Fig. 1: run 1, metal 4
(4 px per µm)
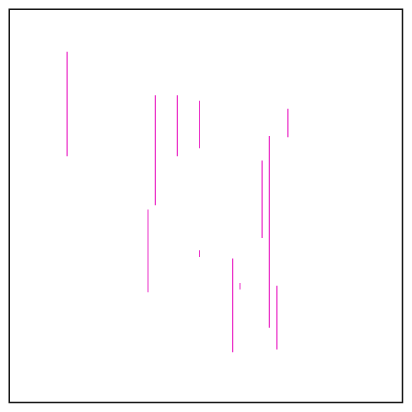
Fig. 2: run 1, logic cells by family
(4 px per µm)
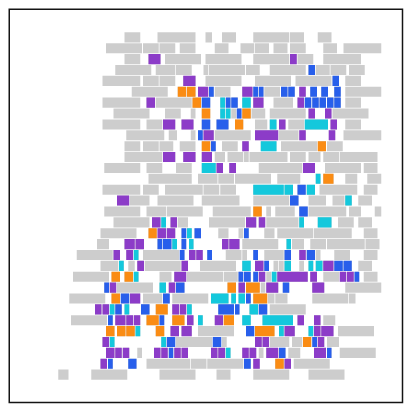
Fig. 3: run 1, the clock network
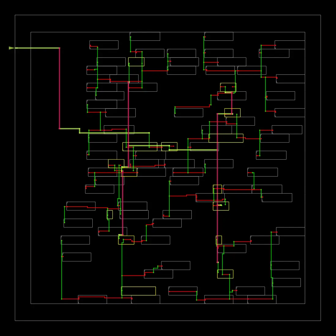
Fig. 4: run 1, metal layers overlaid
(3 px per µm) Two of the layers only.
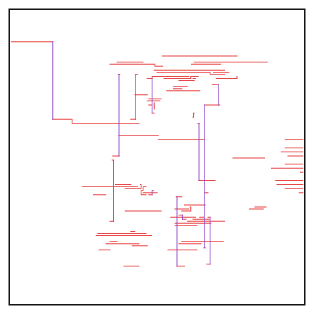
### src/rtl/sequence_stepper_if.sv
// sequence_stepper_if: control pulses, table write port and display-side
// outputs of the sequence stepper, bundled for a single port connection.
interface sequence_stepper_if;
  logic       start;
  logic       pause;
  logic       stop;
  logic       step;
  logic       dir;
  logic [2:0] seq_len;
  logic       wr_en;
  logic [2:0] wr_addr;
  logic [3:0] wr_data;
  logic [3:0] value;
  logic [2:0] index;
  logic       running;
  logic       wrap;

  // Board side: buttons, switches and table loader.
  modport master (
    output start, pause, stop, step, dir, seq_len, wr_en, wr_addr, wr_data,
    input  value, index, running, wrap
  );

  // Stepper side.
  modport slave (
    input  start, pause, stop, step, dir, seq_len, wr_en, wr_addr, wr_data,
    output value, index, running, wrap
  );
endinterface

### src/rtl/sequence_stepper.sv
// sequence_stepper: steps a display value through a programmable 8-entry
// table at a divided tick rate, with run / pause / single-step / stop.
// Optional feature: define SEQ_REVERSE_EN to let `dir` select down-counting.
module sequence_stepper #(
  parameter int unsigned TICK_DIV = 100000000
) (
  input logic               clk,
  input logic               rst_n,
  sequence_stepper_if.slave bus
);

  localparam int unsigned DIV_W = $clog2(TICK_DIV);
  localparam int unsigned IDX_W = 3;
  localparam int unsigned VAL_W = 4;
  localparam int unsigned DEPTH = 8;
  localparam logic [DIV_W-1:0]       DIV_LAST = DIV_W'(TICK_DIV - 1);
  localparam logic [DEPTH*VAL_W-1:0] TBL_INIT =
    {4'hA, 4'h6, 4'hF, 4'hC, 4'h9, 4'h5, 4'h3, 4'h0};

  typedef enum logic [1:0] {
    S_IDLE = 2'd0,
    S_RUN  = 2'd1,
    S_HOLD = 2'd2
  } state_t;

  state_t             state;
  logic [IDX_W-1:0]   index_q;
  logic [IDX_W-1:0]   len_q;
  logic [VAL_W-1:0]   value_q;
  logic               running_q;
  logic               wrap_q;
  logic [DIV_W-1:0]   div_q;
  logic [VAL_W-1:0]   seq_tbl [DEPTH];

  logic               cmd_stop;
  logic               cmd_pause;
  logic               cmd_start;
  logic               cmd_step;
  logic               tick;
  logic               do_adv;
  logic               adv_down;
  logic [IDX_W-1:0]   adv_idx;
  logic               adv_wrap;
  logic               wr_ok;
  logic [IDX_W-1:0]   idx_nxt;
  logic [VAL_W-1:0]   val_nxt;

`ifdef SEQ_REVERSE_EN
  assign adv_down = bus.dir;
`else
  logic unused_dir;
  assign adv_down   = 1'b0;
  assign unused_dir = bus.dir;
`endif

  // Only the highest-priority pulse in a cycle is acted on.
  always_comb begin
    cmd_stop  = bus.stop;
    cmd_pause = !bus.stop && bus.pause;
    cmd_start = !bus.stop && !bus.pause && bus.start;
    cmd_step  = !bus.stop && !bus.pause && !bus.start && bus.step;
  end

  // Candidate next index for one advance, and whether it wraps.
  always_comb begin
    adv_idx  = index_q;
    adv_wrap = 1'b0;
    if (adv_down) begin
      adv_wrap = (index_q == '0);
      adv_idx  = adv_wrap ? len_q : IDX_W'(index_q - IDX_W'(1));
    end else begin
      adv_wrap = (index_q == len_q);
      adv_idx  = adv_wrap ? '0 : IDX_W'(index_q + IDX_W'(1));
    end
  end

  // Decide this edge's index and the value that will sit beside it.
  always_comb begin
    tick    = (state == S_RUN) && (div_q == DIV_LAST);
    do_adv  = ((state == S_RUN) && !cmd_stop && !cmd_pause && tick) ||
              ((state == S_HOLD) && cmd_step);
    wr_ok   = bus.wr_en && (state != S_RUN);
    idx_nxt = index_q;
    if (cmd_stop) begin
      idx_nxt = '0;
    end else if (do_adv) begin
      idx_nxt = adv_idx;
    end
    // A same-cycle write to the destination entry must be visible at once.
    if (wr_ok && (bus.wr_addr == idx_nxt)) begin
      val_nxt = bus.wr_data;
    end else begin
      val_nxt = seq_tbl[idx_nxt];
    end
  end

  // Mode FSM, divider, table and registered outputs.
  always_ff @(posedge clk or negedge rst_n) begin
    if (!rst_n) begin
      state     <= S_IDLE;
      index_q   <= '0;
      value_q   <= '0;
      running_q <= 1'b0;
      wrap_q    <= 1'b0;
      len_q     <= IDX_W'(DEPTH - 1);
      div_q     <= '0;
      for (int unsigned i = 0; i < DEPTH; i++) begin
        seq_tbl[i] <= TBL_INIT[i*VAL_W +: VAL_W];
      end
    end else begin
      index_q <= idx_nxt;
      value_q <= val_nxt;
      wrap_q  <= do_adv && adv_wrap;
      if (wr_ok) begin
        seq_tbl[bus.wr_addr] <= bus.wr_data;
      end
      case (state)
        S_IDLE: begin
          if (cmd_start) begin
            state     <= S_RUN;
            running_q <= 1'b1;
            len_q     <= bus.seq_len;
            div_q     <= '0;
          end
        end
        S_RUN: begin
          if (cmd_stop) begin
            state     <= S_IDLE;
            running_q <= 1'b0;
            div_q     <= '0;
          end else if (cmd_pause) begin
            state     <= S_HOLD;
            running_q <= 1'b0;
          end else if (tick) begin
            div_q <= '0;
          end else begin
            div_q <= DIV_W'(div_q + DIV_W'(1));
          end
        end
        S_HOLD: begin
          if (cmd_stop) begin
            state <= S_IDLE;
            div_q <= '0;
          end else if (cmd_start) begin
            state     <= S_RUN;
            running_q <= 1'b1;
            div_q     <= '0;
          end
        end
        default: begin
          state     <= S_IDLE;
          running_q <= 1'b0;
          div_q     <= '0;
        end
      endcase
    end
  end

  assign bus.index   = index_q;
  assign bus.value   = value_q;
  assign bus.running = running_q;
  assign bus.wrap    = wrap_q;

endmodule

### src/flat_wrapper.sv
// flat-port wrapper written by rule: the top's interface ports become plain ports
module sequence_stepper_flat 
#(
  parameter int unsigned TICK_DIV = 100000000
)
  (clk, rst_n, bus_start, bus_pause, bus_stop, bus_step, bus_dir, bus_seq_len, bus_wr_en, bus_wr_addr, bus_wr_data, bus_value, bus_index, bus_running, bus_wrap);
  sequence_stepper_if bus_i ();
  input logic clk;
  input logic rst_n;
  input wire logic [$bits(bus_i.start)-1:0] bus_start;
  input wire logic [$bits(bus_i.pause)-1:0] bus_pause;
  input wire logic [$bits(bus_i.stop)-1:0] bus_stop;
  input wire logic [$bits(bus_i.step)-1:0] bus_step;
  input wire logic [$bits(bus_i.dir)-1:0] bus_dir;
  input wire logic [$bits(bus_i.seq_len)-1:0] bus_seq_len;
  input wire logic [$bits(bus_i.wr_en)-1:0] bus_wr_en;
  input wire logic [$bits(bus_i.wr_addr)-1:0] bus_wr_addr;
  input wire logic [$bits(bus_i.wr_data)-1:0] bus_wr_data;
  output wire logic [$bits(bus_i.value)-1:0] bus_value;
  output wire logic [$bits(bus_i.index)-1:0] bus_index;
  output wire logic [$bits(bus_i.running)-1:0] bus_running;
  output wire logic [$bits(bus_i.wrap)-1:0] bus_wrap;
  assign bus_i.start = bus_start;
  assign bus_i.pause = bus_pause;
  assign bus_i.stop = bus_stop;
  assign bus_i.step = bus_step;
  assign bus_i.dir = bus_dir;
  assign bus_i.seq_len = bus_seq_len;
  assign bus_i.wr_en = bus_wr_en;
  assign bus_i.wr_addr = bus_wr_addr;
  assign bus_i.wr_data = bus_wr_data;
  assign bus_value = bus_i.value;
  assign bus_index = bus_i.index;
  assign bus_running = bus_i.running;
  assign bus_wrap = bus_i.wrap;
  sequence_stepper #(.TICK_DIV(TICK_DIV)) u_core (.clk(clk), .rst_n(rst_n), .bus(bus_i));
endmodule
### config.mk
export PLATFORM = sky130hd
export DESIGN_NAME = sequence_stepper_flat
export DESIGN_NICKNAME = d
export VERILOG_FILES = /design/src/rtl/sequence_stepper_if.sv /design/src/rtl/sequence_stepper.sv /design/src/flat_wrapper.sv
export SDC_FILE = /design/constraint.sdc
export NUM_CORES = 1
export LEC_CHECK = 0
export ABC_CLOCK_PERIOD_IN_PS = 8000
export CAP_MARGIN = 20
export CORE_MARGIN = 5
export CORE_UTILIZATION = 52
export DETAILED_ROUTE_END_ITERATION = 10
export GPL_TIMING_DRIVEN = 0
export PLACE_DENSITY = 0.79
export SETUP_SLACK_MARGIN = 0.1
export SYNTH_ARGS = -nofsm -noshare
export SYNTH_HDL_FRONTEND = slang
export SYNTH_SLANG_ARGS = --single-unit
### constraint.sdc
create_clock -name clk -period 8 [get_ports clk]
set_clock_uncertainty 0.05 [all_clocks]
set_input_delay 1.6 -clock clk [delete_from_list [all_inputs] [get_ports clk]]
set_output_delay 1.6 -clock clk [all_outputs]
set_load 0.05 [all_outputs]
==> summary.txt, run 1 <==
Flow results follow.

Per the OpenROAD power report, switching power amounts to 0.249 mW. The worst-case hold slack is 0.457 ns. The synthesis run shows the most used standard cells to be sky130_fd_sc_hd__dfrtp_1, sky130_fd_sc_hd__mux2_2, sky130_fd_sc_hd__o21ai_0.

The synthesized netlist devotes 1.27% of its cell area to XOR and XNOR gates. The antenna cell count is 0. The synthesized chip area reported by yosys is 0.00402 mm². The die area is 0.00960 mm². Per the OpenROAD power report, leakage power amounts to 1.93 nW. The library cell with the largest summed area after synthesis is sky130_fd_sc_hd__dfrtp_1. The post-route utilization of the core is recorded as 60.2%. The placed standard-cell area is 0.00437 mm². Of the total standard cell area in the layout, the sequential portion is 40.2%. The number of global-route vias before repair is 3,239. The H-tree generated during clock tree synthesis spans 3 levels. The number of violations of the max-capacitance limit is 0. The worst flop-to-flop path endpoint is u_core.div_q[7]. The stage delay of the slowest cell on the critical path is 0.59 ns. The run finished with clean final reports. For this run the aggregate overflow at the end of global routing stands at 0. On the critical path the data arrives at 4.48 ns. The relative area change from synthesis to final layout is 14.3%.

In the layout the commonest cells are sky130_fd_sc_hd__dfrtp_1, sky130_fd_sc_hd__mux2_2, sky130_fd_sc_hd__o21ai_0, sky130_fd_sc_hd__nand2_1, sky130_fd_sc_hd__nor2_1. The number of logic gates is 294.
Back to the opening pictures, Fig. 1:
nets with wire on the layer: 9
wire length on this layer: 215 µm
main direction: vertical
longest straight run: 47.6 µm

Back to the opening pictures, Fig. 2:
legend:
  purple:
    family: aoi and oai cells
    cells: 94
  blue:
    family: nand cells
    cells: 67
  orange:
    family: and/or cells
    cells: 28
  cyan:
    family: nor cells
    cells: 45

Back to the opening pictures, Fig. 3:
Seq Cell Count: 73
total clock buffers created by CTS: 9
number of sinks handled by clock tree synthesis: 73

Back to the opening pictures, Fig. 4:
legend:
  purple:
    layer: M4
    wire_length: 215 µm
  red:
    layer: M3
    wire_length: 614 µm

-- run 1: power by group through the flow --
stage | registers [mW] | clock network, mW | logic (mW)
2_1_floorplan | 0.484 | 0 | 0.0880
3_3_place_gp | 0.468 | 0 | 0.151
3_5_place_dp | 0.472 | 0 | 0.157
4_1_cts | 0.465 | 0.346 | 0.157
5_1_grt | 0.471 | 0.362 | 0.171
6_report | 0.465 | 0.341 | 0.156
-- run 1: registers in the layout (all words and copies together) (netlist names) --
signal              count
u_core.bus.index        3
u_core.div_q           27
u_core.seq_tbl         32
u_core.bus.wrap         1
u_core.len_q            3
u_core.bus.running      1
u_core.bus.value        4
u_core.state            2
-- run 1: layer usage --
layer | track usage (%) | share of wire, %
met1 | 28.1 | 45
met2 | 31.8 | 47
met3 | 3.57 | 6.5
met4 | 8.63 | 2.3
met5 | 0 | 0
==> run 1 -> run 2 <==
--- a/config.mk
+++ b/config.mk
@@ -5,13 +5,13 @@
 export SDC_FILE = /design/constraint.sdc
 export NUM_CORES = 1
 export LEC_CHECK = 0
-export ABC_CLOCK_PERIOD_IN_PS = 8000
+export ABC_CLOCK_PERIOD_IN_PS = 3700
 export CAP_MARGIN = 20
 export CORE_MARGIN = 5
 export CORE_UTILIZATION = 52
 export DETAILED_ROUTE_END_ITERATION = 10
 export GPL_TIMING_DRIVEN = 0
-export PLACE_DENSITY = 0.79
+export PLACE_DENSITY = 0.81
 export SETUP_SLACK_MARGIN = 0.1
 export SYNTH_ARGS = -nofsm -noshare
 export SYNTH_HDL_FRONTEND = slang
==> constraint.sdc (replaced) <==
create_clock -name clk -period 3.7 [get_ports clk]
set_clock_uncertainty 0.05 [all_clocks]
set_input_delay 0.74 -clock clk [delete_from_list [all_inputs] [get_ports clk]]
set_output_delay 0.74 -clock clk [all_outputs]
set_load 0.05 [all_outputs]
==> run 2 against run 1 <==
Effect of this change:
- final cell count rose by 0.19%
- final area fell by 0.38%
- clock-buffer cell count rose by 3
- register-to-register slack got worse by 4.3 ns
- via count fell by 0.51%
- critical endpoint unchanged
- die area did not move
- first-iteration DRC count fell by 12%
==> summary.txt, run 2 <==
Flow results follow.

The number of logic gates is 294 (unchanged). The number of sequential cells in the layout is 73 (unchanged). In this build the clock could be raised as far as 292 MHz. The signal arrival time at the worst endpoint is 3.58 ns (-0.90 ns). The flip-flop count of the largest register, all copies and words added is 32 (unchanged). The top routing layer in use is met4. The worst-case hold slack is 0.461 ns (+0.00408 ns). The count of clock tree sinks was 73 (unchanged). The row count is 32. The antenna cell count came to 0 (unchanged). Summed over all instances, the cell type with the most area after synthesis is sky130_fd_sc_hd__dfrtp_1. The met2 routed wirelength is 4.38 mm (-0.32%). The number of flops mapped to enable cells by yosys is 0.

Ranking logic cells in the layout by count gives the top entries sky130_fd_sc_hd__dfrtp_1, sky130_fd_sc_hd__mux2_2, sky130_fd_sc_hd__o21ai_0, sky130_fd_sc_hd__nand2_1, sky130_fd_sc_hd__nor2_1. By count the netlist is led by sky130_fd_sc_hd__dfrtp_1, sky130_fd_sc_hd__mux2_2, sky130_fd_sc_hd__o21ai_0. The die area is 0.00960 mm² (unchanged). The pin slew with the least headroom to its limit is 0.952 ns.

The placed standard-cell area is 0.00437 mm² (unchanged). The xor and xnor area share after synthesis is 1.27% (unchanged). The initial antenna violation count came to 0. The met1 layer usage reported by global route is 27.0% (-1.1 points). The static power due to leakage is 1.93 nW (-0.12%). The sequential fraction of total cell area is 40.4% (+0.15 points). The synthesized chip area reported by yosys is 0.00402 mm² (unchanged). The global-route track usage on met3 is 3.93% (+0.36 points). The wire length on met3 is 629 µm (+2.6%). The logic share of the area is 44.7%. The number of hold buffers added after CTS was 0. The number of H-tree levels is 3 (unchanged). The number of buffers created by CTS is 9 (unchanged). The relative area change from synthesis to final layout is 13.9%. The routed metal-1 wirelength is 4.13 mm (-1.7%).

More flip-flops sit in one register than any other, and that register is u_core.seq_tbl. The worst flop-to-flop path endpoint is u_core.div_q[16]. The setup slack of the most critical reg-to-reg path is 0.73 ns. The number of global-route vias before repair is 3,239 (unchanged).

The report puts the cell count of the worst reg-to-reg path at 10. The number of violations of the max-capacitance limit is 0 (unchanged). The global-route met2 utilization is 30.5% (-1.3 points). The stage delay of the slowest cell on the critical path is 0.60 ns (about the same).

The total overflow reported by the global router is 0 (unchanged). The flow ran to the end, and the final reports show no timing, DRC or antenna violations.
==> run 2: cell counts after synthesis <==
No cell type changed its count.
==> run 2: critical path: cells and delay by family <==
kind / cells / cell delay (ns)
buf+inv: 2 / 0.67
compound gates: 2 / 0.29
mux: 1 / 0.34
simple gates: 5 / 1.53
==> run 2: stage by stage <==
step	instances	setup WS, ns	utilization (%)	setup TNS (ns)
6_report	532	0.281	59.9	0
5_1_grt	532	0.188	59.9	0
4_1_cts	532	0.330	59.9	0
3_5_place_dp	516	-0.0438	57.1	-0.0899
3_3_place_gp	516	-0.539	57.2	-28.89
2_1_floorplan	392	0.743	-	0
==> run 2: power by group <==
group	switching [mW]	leakage, nW	internal (mW)
Sequential	0.0631	0.910	0.944
Combinational	0.180	0.908	0.156
Clock	0.294	0.113	0.367
Fig. 5: run 2, pin placement
(4 px per µm) Pins as bars across the die edge, other pins in gray.
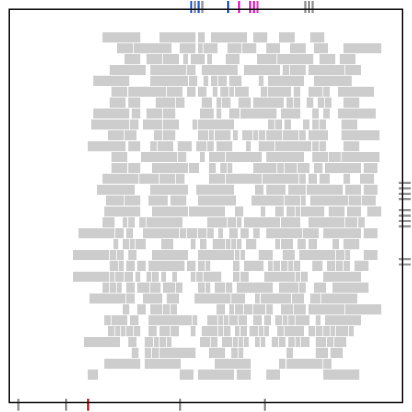
legend:
  blue:
    port: bus_wr_addr
    pins: 3
    direction: input
    edge: top
  magenta:
    port: bus_value
    pins: 4
    direction: output
    edge: top
  red:
    port: rst_n
    pins: 1
    direction: input
    edge: bottom
all pins by edge: 12 top, 10 right, 5 bottom

Power and IR drop assume default switching activity.
